**config.mk**
```make
export PLATFORM = sky130hd
export DESIGN_NAME = norm_packer_flat
export DESIGN_NICKNAME = d
export VERILOG_FILES = /design/src/rtl/norm_packer_if.sv /design/src/rtl/norm_packer.sv /design/src/flat_wrapper.sv
export SDC_FILE = /design/constraint.sdc
export NUM_CORES = 1
export LEC_CHECK = 0
export CORE_MARGIN = 4
export CORE_UTILIZATION = 40
export DETAILED_ROUTE_END_ITERATION = 10
export GPL_ROUTABILITY_DRIVEN = 1
export PLACE_DENSITY = 0.66
export SYNTH_ARGS = -nofsm -noshare
export SYNTH_HDL_FRONTEND = slang
export SYNTH_SLANG_ARGS = --single-unit
export TNS_END_PERCENT = 10
```
**constraint.sdc**
```tcl
create_clock -name clk -period 2.7 [get_ports clk]
set_clock_uncertainty 0.15 [all_clocks]
set_input_delay 0.405 -clock clk [delete_from_list [all_inputs] [get_ports clk]]
set_output_delay 0.405 -clock clk [all_outputs]
set_load 0.01 [all_outputs]
```
**src/rtl/norm_packer_if.sv**
```systemverilog
// norm_packer_if: word stream in, packed vector handshake out, plus overflow flag.
interface norm_packer_if #(
  parameter int W_OUT = 16,
  parameter int COL   = 8
);
  logic                 norm_valid;
  logic [W_OUT-1:0]     psum_norm;
  logic                 m_valid;
  logic                 m_ready;
  logic [COL*W_OUT-1:0] m_data;
  logic                 ovf;
  modport master (output norm_valid, psum_norm, m_ready, input m_valid, m_data, ovf);
  modport slave  (input norm_valid, psum_norm, m_ready, output m_valid, m_data, ovf);
endinterface

```
**src/rtl/norm_packer.sv**
```systemverilog
// norm_packer: packs serial normalized words (lane 0 first) into COL-lane vectors via two ping-pong buffers.
// Define NORM_PACKER_OVF_DETECT_EN for a sticky ovf flag on dropped words; otherwise ovf is tied to 0.
module norm_packer #(
  parameter int BW_PSUM = 16,
  parameter int COL     = 8,
  parameter int W_OUT   = BW_PSUM
) (
  input  logic         clk,
  input  logic         reset_n,
  norm_packer_if.slave bus
);
  localparam int CW = $clog2(COL);
  localparam logic [CW-1:0] LAST = CW'(COL - 1);
  logic [1:0][COL*W_OUT-1:0] r_buf;
  logic [1:0]                r_full;
  logic                      r_wsel;
  logic                      r_rsel;
  logic [CW-1:0]             r_col;
  logic                      w_acc;
  logic                      w_fill;
  logic                      w_drain;
  // The write buffer can only be full when both are, so this alone gates drops.
  assign w_acc   = bus.norm_valid && !r_full[r_wsel];
  assign w_fill  = w_acc && (r_col == LAST);
  assign w_drain = bus.m_valid && bus.m_ready;
  always_ff @(posedge clk or negedge reset_n) begin
    if (!reset_n) begin
      r_buf  <= '0;
      r_full <= '0;
      r_wsel <= 1'b0;
      r_rsel <= 1'b0;
      r_col  <= '0;
    end else begin
      if (w_acc) begin
        r_buf[r_wsel][r_col*W_OUT +: W_OUT] <= bus.psum_norm;
        r_col <= w_fill ? '0 : r_col + 1'b1;
      end
      if (w_fill) r_wsel <= ~r_wsel;
      if (w_drain) r_rsel <= ~r_rsel;
      r_full <= (r_full & ~({1'b0, w_drain} << r_rsel)) | ({1'b0, w_fill} << r_wsel);
    end
  end
  assign bus.m_valid = r_full[r_rsel];
  assign bus.m_data  = r_buf[r_rsel];
`ifdef NORM_PACKER_OVF_DETECT_EN
  logic r_ovf;
  always_ff @(posedge clk or negedge reset_n) begin
    if (!reset_n) r_ovf <= 1'b0;
    else if (bus.norm_valid && r_full[r_wsel]) r_ovf <= 1'b1;
  end
  assign bus.ovf = r_ovf;
`else
  assign bus.ovf = 1'b0;
`endif
endmodule
```
**src/flat_wrapper.sv**
```systemverilog
// flat-port wrapper written by rule: the top's interface ports become plain ports
module norm_packer_flat 
#(
  parameter int BW_PSUM = 16,
  parameter int COL     = 8,
  parameter int W_OUT   = BW_PSUM
)
  (clk, reset_n, bus_norm_valid, bus_psum_norm, bus_m_ready, bus_m_valid, bus_m_data, bus_ovf);
  norm_packer_if #(.W_OUT(W_OUT), .COL(COL)) bus_i ();
  input  logic clk;
  input  logic reset_n;
  input wire logic [$bits(bus_i.norm_valid)-1:0] bus_norm_valid;
  input wire logic [$bits(bus_i.psum_norm)-1:0] bus_psum_norm;
  input wire logic [$bits(bus_i.m_ready)-1:0] bus_m_ready;
  output wire logic [$bits(bus_i.m_valid)-1:0] bus_m_valid;
  output wire logic [$bits(bus_i.m_data)-1:0] bus_m_data;
  output wire logic [$bits(bus_i.ovf)-1:0] bus_ovf;
  assign bus_i.norm_valid = bus_norm_valid;
  assign bus_i.psum_norm = bus_psum_norm;
  assign bus_i.m_ready = bus_m_ready;
  assign bus_m_valid = bus_i.m_valid;
  assign bus_m_data = bus_i.m_data;
  assign bus_ovf = bus_i.ovf;
  norm_packer #(.BW_PSUM(BW_PSUM), .COL(COL), .W_OUT(W_OUT)) u_core (.clk(clk), .reset_n(reset_n), .bus(bus_i));
endmodule
```
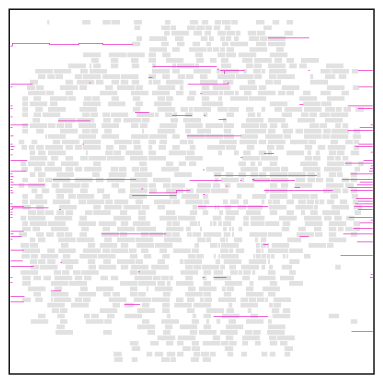
Figure 1: the metal 3 layer.
Drawn at 2 px/µm.
nets with wire on the layer: 90
main direction: horizontal
wire length on this layer: 971 µm
longest straight run: 51.1 µm
share of all routed wire: 3.4%

==> results.sh <==
# flow metrics
export IMPL_final_common_cell="mux2_2"
export IMPL_htree_levels=1
export IMPL_portBuffers=148
export IMPL_initialDrtViolationCount=275
export IMPL_comb_power_mw=7.10
export IMPL_clock_area_frac=0.06029
export IMPL_dp_cells=1332
export IMPL_p_int_mw=11.68
export IMPL_topRoutingLayerUsed="met4"
export IMPL_logic_gate_count=486
export IMPL_grt_pass1_wl_um=45550
export IMPL_tightest_slew_ps=1034
export IMPL_antenna_cells=0
export IMPL_sh_comb_area=0.3365
export IMPL_busiest_layer="met2"
export IMPL_critPathTopFamily="buffers and inverters"
export IMPL_synth_flop_count=263
export IMPL_yosys_top_cells_area="dfrtp_1 55%, mux2_2 34%, and2_1 2.5%"
export IMPL_hold_viol=0
export IMPL_max_freq_mhz=370.0
export IMPL_whs_ps=233.1
export IMPL_violations="setup timing"
export IMPL_ios=150
export IMPL_min_path_type="in -> async"
export IMPL_aoi_share=0.004049
export IMPL_grt_ovfl_total=0
export IMPL_fp_dieW_um=181.6
export IMPL_cts_resized=62
export IMPL_tap_cells=390
export IMPL_crit_path_frequent_cell="buf_12"
export IMPL_leakagePower_nw=8.266
export IMPL_edf_count=0
export IMPL_drcViolationCount=0
export IMPL_cp_start_kind="flip-flop"
export IMPL_p_clk_frac=0.225
export IMPL_nClkBuffers=40
export IMPL_flops=263
export IMPL_design_area_um2=15300
export IMPL_ant_nets=0
export IMPL_post_place_ws_ps=207.7
export IMPL_seqPwrFrac=0.358
export IMPL_flop_area_um2=6585
export IMPL_ctsLongestPathBuffers=3
export IMPL_syn_num_nets=839
export IMPL_routed_wl_um=28840
export IMPL_grt_use_met1=0.2423
export IMPL_seq_cell_share=0.4305
export IMPL_clock_power_mw=3.82
export IMPL_stdcell_count=1385
export IMPL_synthArstFlopShare=1.000
export IMPL_cts_tree="done"
export IMPL_initCoreUtil=0.4056
export IMPL_post_cts_buffers=3
export IMPL_slew_headroom=0.3081
export IMPL_cp_slowest_cell="clkdlybuf4s50_1"
export IMPL_power_mw=17.02
export IMPL_ff_type="dfrtp_1"
export IMPL_synth_chip_area_um2=12050
export IMPL_wl_met1_um=13010
export IMPL_num_fill_cells=2553
export IMPL_yosysMostFrequentCell="mux2_2"
export IMPL_synth_logic_top_family="multiplexers"
export IMPL_seq_power_mw=6.10
export IMPL_critical_path_arrival_ps=2150
export IMPL_synth_top_area_share=0.5460
export IMPL_drive_gt1_frac=0.4854
export IMPL_cp_max_fo=20
export IMPL_drtPass1Iterations=4
export IMPL_power_density_nw_per_um2=1113
export IMPL_maxCapViolations=0
export IMPL_power_leader="combinational cells"
export IMPL_cts_root_buf="clkbuf_16"
export IMPL_dpl_instance_area_um2=14200
export IMPL_ys_types=32
export IMPL_switchingPower_mw=5.340
export IMPL_netlist_top_cells_count="363 x mux2_2, 263 x dfrtp_1, 48 x and2_1"
export IMPL_synthMuxAreaShare=0.3676
export IMPL_vias_per_cell=5.094
export IMPL_p_sw_frac=0.3137
export IMPL_comb_power_share=0.417
export IMPL_timing_reg2reg_setup_slack_ps=270
export IMPL_cts_buffers=29
export IMPL_routedWlPerCell_um=20.82
export IMPL_met2_length_um=14300
export IMPL_setup_violations=1
export IMPL_outcome="complete, but fails checks"
export IMPL_final_setup_worst_slack_ps=-2.559
export IMPL_slew_violations=0
export IMPL_top_area_cell_class="sequential cells"
export IMPL_utilization=0.5147
export IMPL_cts_hold_buffers=1
export IMPL_worstPathBufferInverterCount=3
export IMPL_buf_share=0.1398
export IMPL_yosysTopAreaCell="dfrtp_1"
export IMPL_gp_congestion=0.7818
export IMPL_fp_dieH_um=181.6
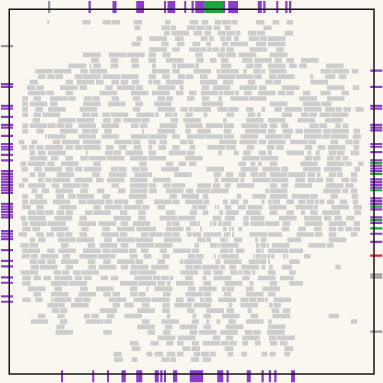
Figure 2: pin map.
Drawn at 2 px/µm. Pins as bars across the die edge, other pins in grey.
legend:
  red:
    port: bus_norm_valid
    pins: 1
    direction: input
    edge: right
  green:
    port: bus_psum_norm
    pins: 16
    direction: input
    edge: 10 top, 6 right
  purple:
    port: bus_m_data
    pins: 128
    direction: output
    edge: 39 left, 32 bottom, 31 top, 26 right
all pins by edge: 42 top, 40 left, 36 right, 32 bottom

==> worst paths after layout <==
kind | endpoint | depth (start not counted) | from
max | bus_m_data[39] | 4 | u_core.r_rsel$_DFFE_PN0N_
min | u_core.r_buf[112]$_DFFE_PN0P_ | 2 | reset_n
max reg2reg | u_core.r_buf[239]$_DFFE_PN0P_ | 7 | u_core.r_col[1]$_DFFE_PN0P_
min reg2reg | u_core.r_buf[159]$_DFFE_PN0P_ | 1 | u_core.r_buf[159]$_DFFE_PN0P_
max in group asynchronous | u_core.r_buf[42]$_DFFE_PN0P_ | 3 | reset_n
min in group clk | u_core.r_buf[159]$_DFFE_PN0P_ | 1 | u_core.r_buf[159]$_DFFE_PN0P_
